==> config.mk <==
export PLATFORM = sky130hd
export DESIGN_NAME = cs_micro_seq
export DESIGN_NICKNAME = d
export VERILOG_FILES = /design/src/rtl/cs_micro_seq_pkg.sv /design/src/rtl/cs_ustack.sv /design/src/rtl/cs_micro_seq.sv
export SDC_FILE = /design/constraint.sdc
export NUM_CORES = 1
export LEC_CHECK = 0
export ABC_AREA = 1
export CAP_MARGIN = 20
export CORE_UTILIZATION = 60
export CTS_BUF_LIST = sky130_fd_sc_hd__clkbuf_2
export CTS_CLUSTER_SIZE = 30
export DETAILED_ROUTE_END_ITERATION = 8
export GPL_ROUTABILITY_DRIVEN = 0
export HOLD_SLACK_MARGIN = 0.03
export PLACE_DENSITY = 0.81
export SLEW_MARGIN = 20
export SYNTH_ARGS = -nofsm -noshare
export SYNTH_HDL_FRONTEND = slang
export SYNTH_HIERARCHICAL = 1
export SYNTH_SLANG_ARGS = --single-unit
==> constraint.sdc <==
create_clock -name CLK -period 4.3 [get_ports CLK]
set_input_delay 0.645 -clock CLK [delete_from_list [all_inputs] [get_ports CLK]]
set_output_delay 0.645 -clock CLK [all_outputs]
set_load 0.005 [all_outputs]
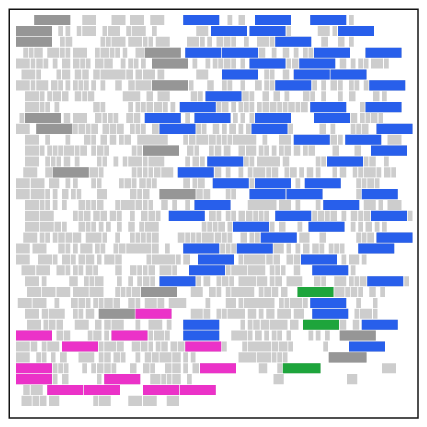
**Above:** where the registers sit.
Drawn at 4 px/um.
- u_stack/stk_q: blue (sequential cells 65)
- u_stack/sp_q: green (sequential cells 3)
- cnt_q: magenta (sequential cells 13)
seq pwr: 0.00129 W
Core Util, Final: 0.689
flop share of the area: 0.359

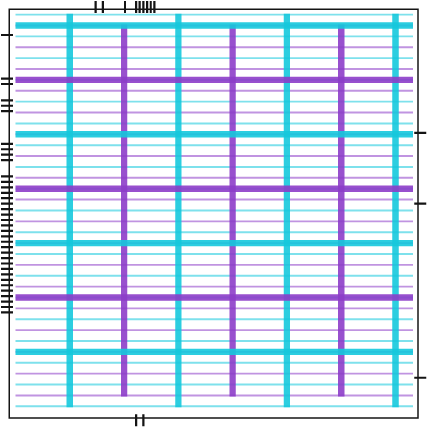
**Above:** PDN straps and rails.
Drawn at 4 px/um. Pins as bars on the die edge.
- VDD: purple
- VSS: cyan
- met1 rails: 37
- signal pins: 50
- met4 straps: 7
- met5 straps: 7
core area: 9730 um2
Die Width: 102 um
VDD IR max: 0.307 mV
Die Ht: 102 um

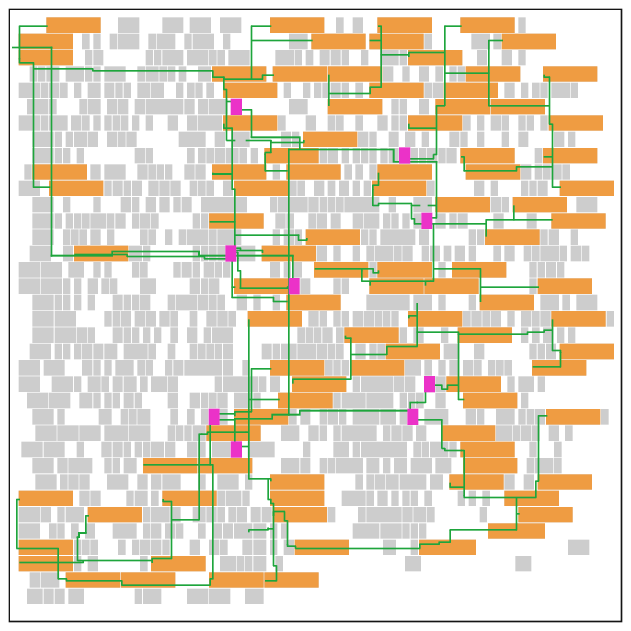
**Above:** clock network drawn from the DEF.
Drawn at 6 px/um.
- flip-flops: orange (count 96)
- clock-net drivers: magenta (count 9)
- clock wires: green (length 1180 um)
- flops lie: all over the die
clock network power consumption: 0.000451 W
clk_skew: 0.0249 ns
clock power share: 0.144
Clock Latency Late Sink: 0.59 ns

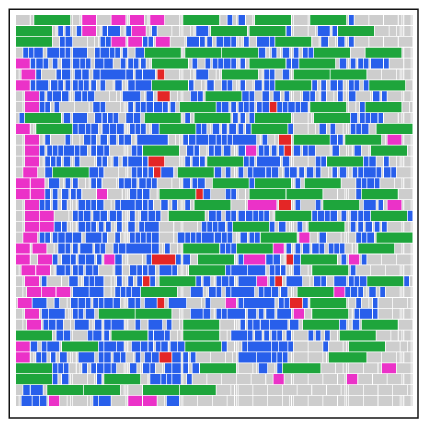
**Above:** placement by cell class.
Drawn at 4 px/um. Fill, decap, tap and diode cells in gray.
- remaining buffers and delay cells: magenta (cells 64; share of their area 9.5%)
- registers: green (cells 96; share of their area 37%)
- clock drivers and dummy loads: red (cells 16; share of their area 1.8%)
- remaining logic cells: blue (cells 695; share of their area 52%)
final instance area: 6700 um2
Site Rows: 36

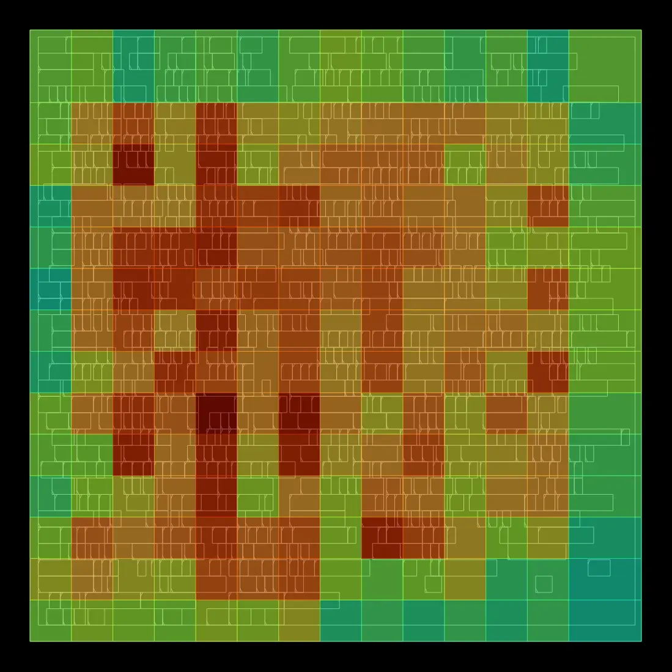
**Above:** congestion heat map.
drt wl/cell: 16.2 um
GR Layer Usage met1: 0.459
GR met3 Demand/Resource: 0.0428
met2 Use GR: 0.533
gr busiest metal: met2

==> impl_metrics.toml <==
# flow metrics
[run_status]
status = "complete, no violations"

[floorplanning]
io_pins = 50

[clocking]
numClockSinks = 96
cts_tree = "done"

[finish]
syn_to_final_growth_pct = 12.1
n_sequential_cell = 96
instances_no_fill = 1004
n_antenna_cell = 0
nFillCells = 830
logic_gate_count = 614
lay_top_cells = "nand2_1, dfrtp_1, o21ai_0"

[yosys]
yosysSeqAreaShare = 0.402
ys_types = 45
synthArstFlopShare = 1.00
synth_area_um2 = 5980
ys_chip_area_um2 = 5980
edf_count = 0
yosys-top-cells-count = "nand2_1, dfrtp_1, o21ai_0"
yosys_cells = 824
top_area_frac = 0.398

[power]
p_leak_nw = 3.10
p_total_w = 0.00313

[sta]
grt_setup_unrepaired = "no"
period_needed_ns = 4.04
worstMarginPinSlew_ns = 0.797

[route]
drt_iter0_markers = 443

[job]
drv_cap = 0
openroad.warnings = 29

[setup_path]
ff2ff_setup_slack_ns = 1.12
end_kind = "primary output"
worstRegToRegCells = 18
==> cells by family after synthesis <==
| logic type | Yosys count | synth area share |
|---|---|---|
| compound gates | 156 | 0.147 |
| fa+ha+maj | 7 | 0.0147 |
| xor+xnor | 9 | 0.0132 |
| buf+inv | 114 | 0.0886 |
| simple gates | 439 | 0.329 |
| flops | 96 | 0.402 |
| mux | 3 | 0.00523 |
==> critical path, cell delays in order, from the launching register on <==
cell and delay [ns]:
dfrtp_2 0.50, inv_4 0.11, ha_1 0.19, inv_1 0.08
nand2_4 0.08, nand2_4 0.11, nor3_4 0.25, buf_12 0.16
nand2_1 0.05, a21oi_1 0.23, nand3_1 0.11, nand3_1 0.10
nor2_1 0.04, nand3_1 0.15, nand2_1 0.09, inv_1 0.09
clkdlybuf4s50_1 0.50
==> power by group through the flow <==
stage               clock network [W]  logic, W  registers, W
floorplan                           0  0.000951       0.00123
global placement                    0   0.00121       0.00129
detailed placement                  0   0.00126       0.00130
CTS                          0.000462   0.00129       0.00128
global route                 0.000504   0.00153       0.00132
finish                       0.000451   0.00139       0.00129
==> what timing repair did <==
item,in CTS,in global routing
buffers inserted,2,3
gates resized,0,13
endpoints found under the hold margin,6,0
pin swaps,1,2
endpoints found under the setup margin,2,11
hold buffers,1,0
==> per-stage QoR <==
stage / area [um2] / utilization / setup WS, ns / hold WS, ns
6_report: 6700 / 0.689 / 0.261 / 0.506
2_1_floorplan: 5980 / - / 1.13 / 0.349
5_1_grt: 6700 / 0.689 / 0.0294 / 0.451
3_5_place_dp: 6470 / 0.666 / 0.569 / 0.469
3_3_place_gp: 6470 / 0.666 / 0.651 / 0.461
4_1_cts: 6630 / 0.681 / 0.0167 / 0.478
==> layer usage <==
metal	wire (um)	global-route usage
met1	6710	0.459
met5	0	0
met4	417	0.114
met3	1610	0.0428
met2	7480	0.533
No activity file was given, so power comes from the tool's default toggle rates.
